--- src/rtl/watch_pkg.sv ---
// Shared state encoding, default timing and field-step helpers for the
// watch set-mode controller.
package watch_pkg;

    typedef enum logic [1:0] {
        ST_RUN  = 2'b00,
        ST_SEC  = 2'b01,
        ST_MIN  = 2'b10,
        ST_HOUR = 2'b11
    } state_e;

    localparam int DEF_REPEAT_DELAY_MS = 500;
    localparam int DEF_REPEAT_RATE_MS  = 100;
    localparam int DEF_TIMEOUT_MS      = 10000;
    localparam int DEF_BLINK_MS        = 250;

    function automatic state_e field_right(input state_e s);
        case (s)
            ST_SEC:  return ST_MIN;
            ST_MIN:  return ST_HOUR;
            default: return ST_SEC;
        endcase
    endfunction

    function automatic state_e field_left(input state_e s);
        case (s)
            ST_SEC:  return ST_HOUR;
            ST_HOUR: return ST_MIN;
            default: return ST_SEC;
        endcase
    endfunction

endpackage

--- src/rtl/key_repeat.sv ---
// Rising-edge acceptance plus hold-to-repeat for one debounced key level.
// o_raw ignores i_clear so the caller can use it for idle tracking.
module key_repeat
    import watch_pkg::*;
#(
    parameter int DELAY_MS = DEF_REPEAT_DELAY_MS,
    parameter int RATE_MS  = DEF_REPEAT_RATE_MS
) (
    input  logic clk,
    input  logic rst,
    input  logic i_tick,
    input  logic i_enable,
    input  logic i_suppress,
    input  logic i_clear,
    input  logic i_level,
    output logic o_raw,
    output logic o_fire
);

    localparam int MAX_MS = (DELAY_MS > RATE_MS) ? DELAY_MS : RATE_MS;
    localparam int CW     = $clog2(MAX_MS + 1);

    logic          prev_q, prev_d;
    logic          armed_q, armed_d, armed_n;
    logic          rate_q, rate_d, rate_n;
    logic [CW-1:0] cnt_q, cnt_d, cnt_n;
    logic [CW-1:0] cnt_inc, target;
    logic          fire_raw;

    assign cnt_inc = cnt_q + CW'(1);
    assign target  = rate_q ? CW'(RATE_MS) : CW'(DELAY_MS);

    // NOTE: every variable gets a default before the if-chain so no latch is inferred.
    always_comb begin
        fire_raw = 1'b0;
        armed_n  = armed_q;
        rate_n   = rate_q;
        cnt_n    = cnt_q;
        if (!i_level || i_suppress || !i_enable) begin
            armed_n = 1'b0;
            rate_n  = 1'b0;
            cnt_n   = '0;
        end else if (!prev_q) begin
            fire_raw = 1'b1;
            armed_n  = 1'b1;
            rate_n   = 1'b0;
            cnt_n    = '0;
        end else if (armed_q && i_tick) begin
            if (cnt_inc == target) begin
                fire_raw = 1'b1;
                rate_n   = 1'b1;
                cnt_n    = '0;
            end else begin
                cnt_n = cnt_inc;
            end
        end
    end

    // A field change or exit to RUN disarms the key and swallows this cycle's pulse.
    always_comb begin
        prev_d  = i_level;
        armed_d = armed_n & ~i_clear;
        rate_d  = rate_n & ~i_clear;
        cnt_d   = i_clear ? '0 : cnt_n;
    end

    assign o_raw  = fire_raw;
    assign o_fire = fire_raw & ~i_clear;

    // NOTE: non-blocking assignments keep all flop updates order-independent.
    always_ff @(posedge clk) begin
        if (rst) begin
            prev_q  <= 1'b0;
            armed_q <= 1'b0;
            rate_q  <= 1'b0;
            cnt_q   <= '0;
        end else begin
            prev_q  <= prev_d;
            armed_q <= armed_d;
            rate_q  <= rate_d;
            cnt_q   <= cnt_d;
        end
    end

endmodule

--- src/rtl/watch_set_ctrl.sv ---
// Watch set-mode controller: RUN/SEC/MIN/HOUR field selection, registered
// adjust pulses with auto-repeat, idle timeout and field blink.
module watch_set_ctrl
    import watch_pkg::*;
#(
    parameter int REPEAT_DELAY_MS = DEF_REPEAT_DELAY_MS,
    parameter int REPEAT_RATE_MS  = DEF_REPEAT_RATE_MS,
    parameter int TIMEOUT_MS      = DEF_TIMEOUT_MS,
    parameter int BLINK_MS        = DEF_BLINK_MS
) (
    input  logic       clk,
    input  logic       rst,
    input  logic       i_tick_1ms,
    input  logic       i_set_mode,
    input  logic       i_digit_right,
    input  logic       i_digit_left,
    input  logic       i_up_level,
    input  logic       i_down_level,
    output logic       o_sec_up,
    output logic       o_sec_down,
    output logic       o_min_up,
    output logic       o_min_down,
    output logic       o_hour_up,
    output logic       o_hour_down,
    output logic       o_run_en,
    output logic [1:0] o_field_sel,
    output logic       o_blink
);

    localparam int IW = $clog2(TIMEOUT_MS + 1);
    localparam int BW = $clog2(BLINK_MS + 1);

    state_e        state_q, state_d;
    logic [IW-1:0] idle_q, idle_d, idle_next;
    logic [BW-1:0] bcnt_q, bcnt_d;
    logic          blink_q, blink_d;
    logic [5:0]    pulse_q, pulse_d;
    logic          in_set, field_clear;
    logic          up_raw, up_fire, dn_raw, dn_fire;

    assign in_set      = (state_q != ST_RUN);
    assign field_clear = (state_d != state_q);

    key_repeat #(.DELAY_MS(REPEAT_DELAY_MS), .RATE_MS(REPEAT_RATE_MS)) u_up (
        .clk(clk), .rst(rst), .i_tick(i_tick_1ms), .i_enable(in_set),
        .i_suppress(1'b0), .i_clear(field_clear), .i_level(i_up_level),
        .o_raw(up_raw), .o_fire(up_fire)
    );

    // Up wins: a high up level suppresses and disarms the down key.
    key_repeat #(.DELAY_MS(REPEAT_DELAY_MS), .RATE_MS(REPEAT_RATE_MS)) u_down (
        .clk(clk), .rst(rst), .i_tick(i_tick_1ms), .i_enable(in_set),
        .i_suppress(i_up_level), .i_clear(field_clear), .i_level(i_down_level),
        .o_raw(dn_raw), .o_fire(dn_fire)
    );

    always_comb begin
        idle_next = (up_raw || dn_raw) ? '0 : idle_q + IW'(i_tick_1ms);
        state_d   = state_q;
        if (!in_set) begin
            if (i_set_mode) state_d = ST_SEC;
        end else if (i_set_mode) begin
            state_d = ST_RUN;
        end else if (i_digit_right) begin
            state_d = field_right(state_q);
        end else if (i_digit_left) begin
            state_d = field_left(state_q);
        end else if (idle_next == IW'(TIMEOUT_MS)) begin
            state_d = ST_RUN;
        end
        idle_d = (state_d == ST_RUN || field_clear) ? '0 : idle_next;
    end

    always_comb begin
        blink_d = blink_q;
        bcnt_d  = bcnt_q;
        if (state_d == ST_RUN) begin
            blink_d = 1'b0;
            bcnt_d  = '0;
        end else if (field_clear) begin
            blink_d = 1'b1;
            bcnt_d  = '0;
        end else if (i_tick_1ms) begin
            if (bcnt_q + BW'(1) == BW'(BLINK_MS)) begin
                blink_d = ~blink_q;
                bcnt_d  = '0;
            end else begin
                bcnt_d = bcnt_q + BW'(1);
            end
        end
    end

    always_comb begin
        pulse_d = '0;
        case (state_q)
            ST_SEC:  pulse_d[1:0] = {dn_fire, up_fire};
            ST_MIN:  pulse_d[3:2] = {dn_fire, up_fire};
            ST_HOUR: pulse_d[5:4] = {dn_fire, up_fire};
            default: pulse_d      = '0;
        endcase
    end

    always_ff @(posedge clk) begin
        if (rst) begin
            state_q <= ST_RUN;
            idle_q  <= '0;
            bcnt_q  <= '0;
            blink_q <= 1'b0;
            pulse_q <= '0;
        end else begin
            state_q <= state_d;
            idle_q  <= idle_d;
            bcnt_q  <= bcnt_d;
            blink_q <= blink_d;
            pulse_q <= pulse_d;
        end
    end

    assign {o_hour_down, o_hour_up, o_min_down, o_min_up, o_sec_down, o_sec_up} = pulse_q;
    assign o_run_en    = (state_q == ST_RUN);
    assign o_field_sel = state_q;
    assign o_blink     = blink_q;

endmodule

--- config.mk ---
export PLATFORM = sky130hd
export DESIGN_NAME = watch_set_ctrl
export DESIGN_NICKNAME = d
export VERILOG_FILES = /design/src/rtl/watch_pkg.sv /design/src/rtl/key_repeat.sv /design/src/rtl/watch_set_ctrl.sv
export SDC_FILE = /design/constraint.sdc
export NUM_CORES = 1
export LEC_CHECK = 0
export CAP_MARGIN = 20
export CORE_ASPECT_RATIO = 0.5
export CORE_MARGIN = 2
export CORE_UTILIZATION = 45
export DETAILED_ROUTE_END_ITERATION = 10
export MAX_ROUTING_LAYER = met4
export PLACE_DENSITY = 0.74
export SYNTH_ARGS = -nofsm -noshare
export SYNTH_HDL_FRONTEND = slang
export SYNTH_SLANG_ARGS = --single-unit
--- constraint.sdc ---
create_clock -name clk -period 7.5 [get_ports clk]
set_clock_uncertainty 0.2 [all_clocks]
set_input_delay 0.75 -clock clk [delete_from_list [all_inputs] [get_ports clk]]
set_output_delay 0.75 -clock clk [all_outputs]
set_load 0.005 [all_outputs]
==> run_1/io_placement.png <==
(4 px per um) Pins as bars across the die edge, other pins in grey.
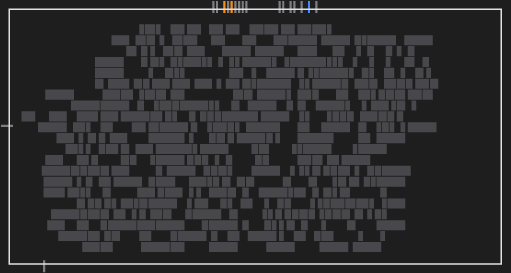
Orange shows `o_field_sel`, pins 2, direction output, edge top. Blue shows `o_sec_down`, pins 1, direction output, edge top.
All pins by edge: 16 top, 1 bottom, 1 left.
die boundary height: 63.3 um
Die X-Extent: 123 um
Port Buf Inserts: 17

==> run_1/layer_met3.png <==
(4 px per um) Cells faint in the background.
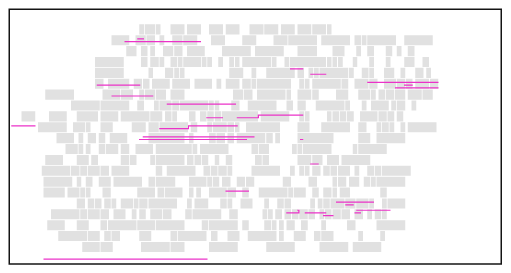
The layer holds 4.3% of the routed length. 21 nets have wire on it. The layer carries 276 um of wire. The wires run mostly horizontal.
GR met3 Demand/Resource: 3.53%
count of vias placed by the detailed router: 2817

==> results.txt, run 1 <==
Implementation results.

The flow ran to the end, and the final reports show no timing, DRC or antenna violations. The number of inserted filler cells in the final layout is 615. The clock net in this run drives a total of 55 sinks. The type of element launching the critical path is an input pin. Per the run summary, max-cap violations total 0. The insertion delay of the later-clocked pin in the worst-skew pair is 0.29 ns. The transition time at the pin with the least slew margin is between 0.9 and 1 ns. The largest cell class by area is combinational gates.

In the log, the iteration count for the first detailed-route pass is 4. The worst ir drop on vdd is 0.0989 mV. The total number of multi-input combinational cells is about 310. Static timing analysis puts the maximum clock frequency at 233 MHz. Per the detail_route report, routed wire per instance is 12.8 um. The number of cells in the finished layout apart from fillers is 498.

Per the synthesis report, the XOR/XNOR share of the synthesized area is 6.36%. The total congestion overflow after global routing is 0. After its last routability iteration, the placer logged a weighted congestion of 0.842.

The endpoint identified for the worst register-to-register timing path is u_down.cnt_q[7]$_SDFFE_PP0P_. The power per cell area is 182 mW/mm2. The core area is 0.00675 mm2. The HPWL after detailed placement is 4530 um. The register area is ~0.0011 mm2. The routed design uses roughly 2800 um of met2 wire. The core utilization of the finished layout is between 50% and 60%.

The register ranked first by flip-flop count is idle_q. The number of tap instances is between 90 and 100. The final setup TNS is 0 ns. The cell-mix breakdown from Yosys lists the simple-gate area share as 36.0%. The warning tally printed by Yosys for this design is 0. The largest family of logic cells by area is simple AND/OR/NAND/NOR gates. The launching point of the worst reg2reg path is o_field_sel[1]$_SDFF_PP0_. Yosys reported that registers with async set or reset make up 0%. Counting pins that exceed their max-slew limit in the final report gives 0.

In this run, the number of DRC markers left after iteration 0 of detailed routing was 182. The remaining antenna violation count is 0.
==> run_1/layer_met2.png <==
(4 px per um) Cells faint in the background.
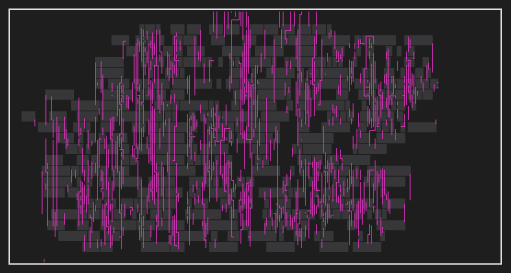
The layer carries 2840 um of wire. The longest straight run is 28.6 um. The layer holds 44% of the routed length.
final wirelength: 6390 um
global routing usage on met2: 28.3%

-- run 1: worst max-delay path: stages --
cell,delay [ns]
sky130_fd_sc_hd__clkdlybuf4s50_1,0.85
sky130_fd_sc_hd__ha_1,0.30
sky130_fd_sc_hd__ha_1,0.23
sky130_fd_sc_hd__nand2_1,0.09
sky130_fd_sc_hd__nor2_1,0.28
sky130_fd_sc_hd__nand4_1,0.15
sky130_fd_sc_hd__xor2_1,0.18
sky130_fd_sc_hd__or3_1,0.40
sky130_fd_sc_hd__nor3_2,0.24
sky130_fd_sc_hd__a2bb2oi_2,0.45
sky130_fd_sc_hd__buf_8,0.23
sky130_fd_sc_hd__nor3_1,0.07
==> run_1/metal_density.png <==
(4 px per um) 25 x 13 tiles, from dark blue (low) to red (high), scaled to the fullest tile. Values are wire area over tile area, all layers added.
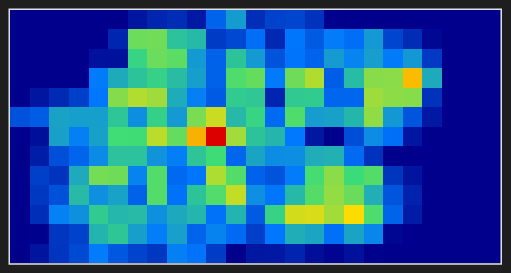

==> run 2, diff against run 1 <==
==> constraint.sdc (replaced) <==
create_clock -name clk -period 3.96 [get_ports clk]
set_clock_uncertainty 0.2 [all_clocks]
set_input_delay 0.396 -clock clk [delete_from_list [all_inputs] [get_ports clk]]
set_output_delay 0.396 -clock clk [all_outputs]
set_load 0.005 [all_outputs]
==> run_2/metal_density.png <==
(4 px per um) 25 x 13 tiles, from dark blue (low) to red (high), scaled to the fullest tile. Values are wire area over tile area, all layers added.
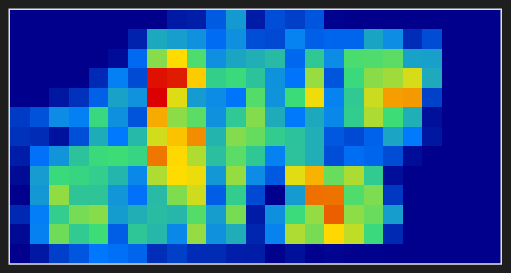
20% of the tiles are over half the peak. The emptiest ninth of the die: upper left. The fullest tile reaches 0.47. The densest ninth of the die: centre. 28% of the tiles are nearly empty. The mean over all tiles is 0.13.

==> run 2 against run 1 <==
Effect of this change:
- total power up 83%
- highest routed layer unchanged
- flip-flop count unchanged
- combinational power up 87%
- hold slack better by 0.00051 ns
- largest cell class unchanged
- final cell count up 0.80%
- via count down 1.9%
- non-clock buffer count up 4
- setup slack worse by 2.6 ns
- cell area up 0.11%
- die area unchanged
- clock power up 74%
- global-route usage up 0.34 points
==> results.txt, run 2 <==
Implementation results.

The number of max-slew violations in the final report is 0. STA lists the maximum fanout along the critical path as 22. The total congestion overflow after global routing is 0. The combined buffer and inverter count along the critical path is 2.

Looking at the VDD voltage map, the peak drop is 0.209 mV. Counting the warning lines in the Yosys log gives 0. The most common cell type on the critical path is sky130_fd_sc_hd__ha_1.

For the worst reg-to-reg path, the endpoint reported by OpenROAD is idle_q[9]$_SDFF_PP0_. Per the synthesis report, the simple-gate share of the synthesized area is 36.0%. The global-route usage over all layers is 18.6%. The achievable clock frequency is 299 MHz.

The register ranked first by flip-flop count is idle_q. Counting flops with an async set or reset pin after synthesis yields a share of 0%. Of the total synthesized cell area, the portion taken by XOR and XNOR cells is 6.36%. The script computed a power per unit cell area of approximately 330 mW/mm2. Summed over all failing endpoints, the final setup total negative slack is 0 ns.

The max-cap check violation count is 0. The largest family of logic cells by area is simple AND/OR/NAND/NOR gates. The HPWL after detailed placement is roughly 4600 um. The launch point of the worst register-to-register path is recorded as o_field_sel[1]$_SDFF_PP0_. The floorplan die height is 63.3 um.

For reference, the critical path cell chain is clkdlybuf4s50_1 > ha_1 > ha_1 > nand2_1 > nor2_1 > nand4_1 > xor2_1 > or3_1 > nor3_2 > a2bb2oi_2 > buf_4 > nor3_1. The register area is 0.00110 mm2. The net switching power is 0.321 mW. For this run, combinational gates with multiple inputs come to 312. The instance area at placement is between 0.003 and 0.004 mm2. The worst setup path is launched from an input pin.

The core area is slightly below 0.007 mm2. The number of I/O port buffers is 17. The count of TritonRoute iterations in the first routing pass is 4.

Summing over every cut layer, the via total after detailed routing is 2764. The row count is 21. The worst setup path category is input pin to flip-flop. The remaining antenna violation count is 0. The core utilization of the finished layout is 52.9%.

The met3 track utilization from global routing is 4.08%. The largest cell class by area is combinational gates. The transition time at the pin with the least slew margin is between 0.6 and 0.7 ns. The run finished with clean final reports. Summing all multi-input logic gate instances after layout gives 0.00196 mm2. The wire length on met2 is 2900 um. The critical path's slowest cell is sky130_fd_sc_hd__clkdlybuf4s50_1. As reported, the later end of the worst-skew pair has a clock insertion delay of 0.29 ns. The width of the chip is 123 um. In this design, the largest share of critical-path delay is due to simple AND/OR/NAND/NOR gates. The global-route track usage on met2 is between 20% and 30%. The total length of routed wires is 6450 um. The average wire per standard cell is 12.8 um. The final weighted congestion recorded by global placement is 0.843. The number of inserted filler cells in the final layout is ~610.

The longest incremental delay of any stage on the critical path is reported as slightly below 0.5 ns. The top cell type by instance count after synthesis is sky130_fd_sc_hd__dfxtp_1. The number of tap instances is 92. The first routing iteration left 178 violations. The number of synthesized register bits is 55.
==> run 2: netlist changes by cell type in the layout (fill, tap and decap cells not counted), sizes merged <==
| cell | delta |
|---|---|
| buf | +4 |
| clkinv | +1 |
| clkbuf | -1 |
==> run 2: stage by stage <==
step	hold slack (ns)	cells	total power, mW
final	0.309	502	1.19
after global routing	0.357	502	1.25
after CTS	0.304	502	1.20
after detailed placement	0.292	494	0.777
after global placement	0.287	494	0.776
after floorplan	0.256	391	0.722
==> run 2: tightest hold or removal path, stage by stage (launching register included) <==
cell and delay (ns):
sky130_fd_sc_hd__dfxtp_1 0.34, sky130_fd_sc_hd__nand2_1 0.07, sky130_fd_sc_hd__a21oi_1 0.05
==> run 3, diff against run 2 <==
--- a/config.mk
+++ b/config.mk
@@ -11,7 +11,7 @@
 export CORE_UTILIZATION = 45
 export DETAILED_ROUTE_END_ITERATION = 10
 export MAX_ROUTING_LAYER = met4
-export PLACE_DENSITY = 0.74
+export PLACE_DENSITY = 0.76
 export SYNTH_ARGS = -nofsm -noshare
 export SYNTH_HDL_FRONTEND = slang
 export SYNTH_SLANG_ARGS = --single-unit
==> constraint.sdc (replaced) <==
create_clock -name clk -period 3 [get_ports clk]
set_clock_uncertainty 0.2 [all_clocks]
set_input_delay 0.3 -clock clk [delete_from_list [all_inputs] [get_ports clk]]
set_output_delay 0.3 -clock clk [all_outputs]
set_load 0.005 [all_outputs]
==> run 3 against run 2 <==
Effect of this change:
- first-iteration DRC count fell by 1.7%
- setup slack got worse by 0.47 ns
- critical path depth rose by 1
- final cell count rose by 7.0%
- clock power rose by about 50%
- cell area rose by 10%
- core utilization rose by 5.5 points
==> results.txt, run 3 <==
Implementation results.

Setup repair after global routing could not meet its margin everywhere. In the synthesized netlist the async set-or-reset flop fraction comes to 0%. The STA report counts the stages on the worst setup path as 13.

The top cell family by delay on the critical path is buffers and inverters. The run finished with clean final reports. After floorplanning, the core was divided into 21 placement rows. The worst reg2reg path endpoint is u_down.cnt_q[7]$_SDFFE_PP0P_.

The DRC marker count from the first detailed-route iteration is 175. In the detailed route, the total length drawn on met2 is 3260 um. The terminating pin of the worst hold path is u_up.rate_q$_SDFF_PP0_.

The count of TritonRoute iterations in the first routing pass is 4. The number of synthesized register bits is 55. The xor and xnor fraction of the mapped netlist area is 6.36%. The critical path contains buffers and inverters numbering 3 combined.

STA classifies the critical path startpoint as an input pin. The top cell type by instance count after synthesis is sky130_fd_sc_hd__dfxtp_1. As reported, the later end of the worst-skew pair has a clock insertion delay of 0.29 ns.

For this run the aggregate overflow at the end of global routing stands at 0. The most common cell type on the critical path is sky130_fd_sc_hd__ha_1. For this run, the number of standard cells in the final layout without fillers is 537. The critical path's slowest cell is sky130_fd_sc_hd__clkdlybuf4s50_1.

The largest fanout on the critical path is 22. The finished layout reports a core utilization of 58.4%. The largest incremental delay on the critical path is 0.51 ns.

The max-cap check violation count is 0. The placement summary gives the final routability congestion estimate as 0.831. Measured along the y axis, the die boundary spans 63.3 um. In the global route stage, met1 resource usage came out at between 20% and 30%.

The number of max-slew violations in the final report is 0. Across all checked pins, the minimum headroom to the slew limit is 66.7%. The launching point of the worst reg2reg path is u_down.cnt_q[4]$_SDFFE_PP0P_.

The start point of the worst hold path is u_up.rate_q$_SDFF_PP0_. The TritonCTS sink count is 55. Setup total negative slack on the finished layout was measured at 0 ns. Per the post-route antenna check, the number of violating nets is 0. The placement stage leaves a total instance area of 0.00373 mm2. The count of placed standard cells including taps is between 500 and 600. The routed wirelength on the met1 layer is recorded as 3540 um. The largest register by flop count is idle_q. At the pin with the least slew margin, the transition time is 0.496 ns.

Global routing consumed, on the met3 layer, 3.89% of the routing resources. The width of the chip is 123 um. The tightest hold path in the finished design has a slack of 0.310 ns.

In the setup report, the worst path falls into the class input pin to flip-flop. The power per cell area is approximately 430 mW/mm2. After legalization and detailed placement, the total HPWL measured 4960 um.

Summing the areas of all and, or, nand and nor instances in the mapped netlist gives 36.0% of the synthesized area. The number of I/O port buffers is 17. Timing would allow up to roughly 350 MHz. The signal on the critical path passes through clkdlybuf4s50_1 > ha_1 > ha_1 > nand2_1 > buf_4 > a2bb2oi_1 > a21oi_2 > nand4_1 > or3_1 > nor3_2 > a2bb2oi_2 > buf_12 > nor3_1. The count of warnings emitted by yosys is 0. The number of inserted filler cells in the final layout is 579. After floorplanning, the core was sized to cover 0.00675 mm2.
run 3: cell counts after synthesis:
No cell type changed its count.
run 3: repair_timing:
| item | 4_1_cts | 5_1_grt |
|---|---|---|
| endpoints found under the setup margin | 0 | 43 |
| resized | 0 | 12 |
| setup buffers | 0 | 1 |
run 3: layout make-up:
cell class                      count  area (um2)  share of cell area [%]
Inverter                           13        48.8                    1.24
Timing Repair Buffer               58         515                    13.1
Multi-Input combinational cell    312        2000                    50.8
Clock buffer                        6         129                    3.27
Tap cell                           92         115                    2.92
Sequential cell                    55        1100                    27.9
Clock inverter                      1        30.0                   0.761
run 3: power by group:
part	switching [mW]	internal [mW]	total (mW)
Clock	0.249	0.390	0.639
Combinational	0.174	0.137	0.311
Sequential	0.0116	0.744	0.756
==> run_3/layer_met2.png <==
(4 px per um) Cells faint in the background.
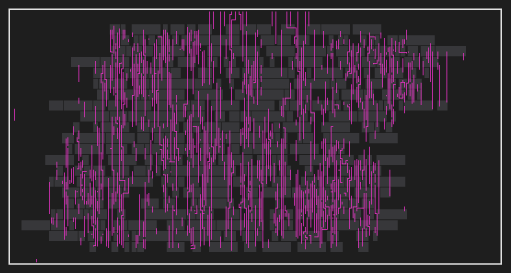
The layer holds 46% of the routed length. The longest straight run is 24.8 um.
final wirelength: 7130 um
count of vias placed by the detailed router: 2982
global routing usage on met2: 32.4%

Power and IR drop assume default switching activity.
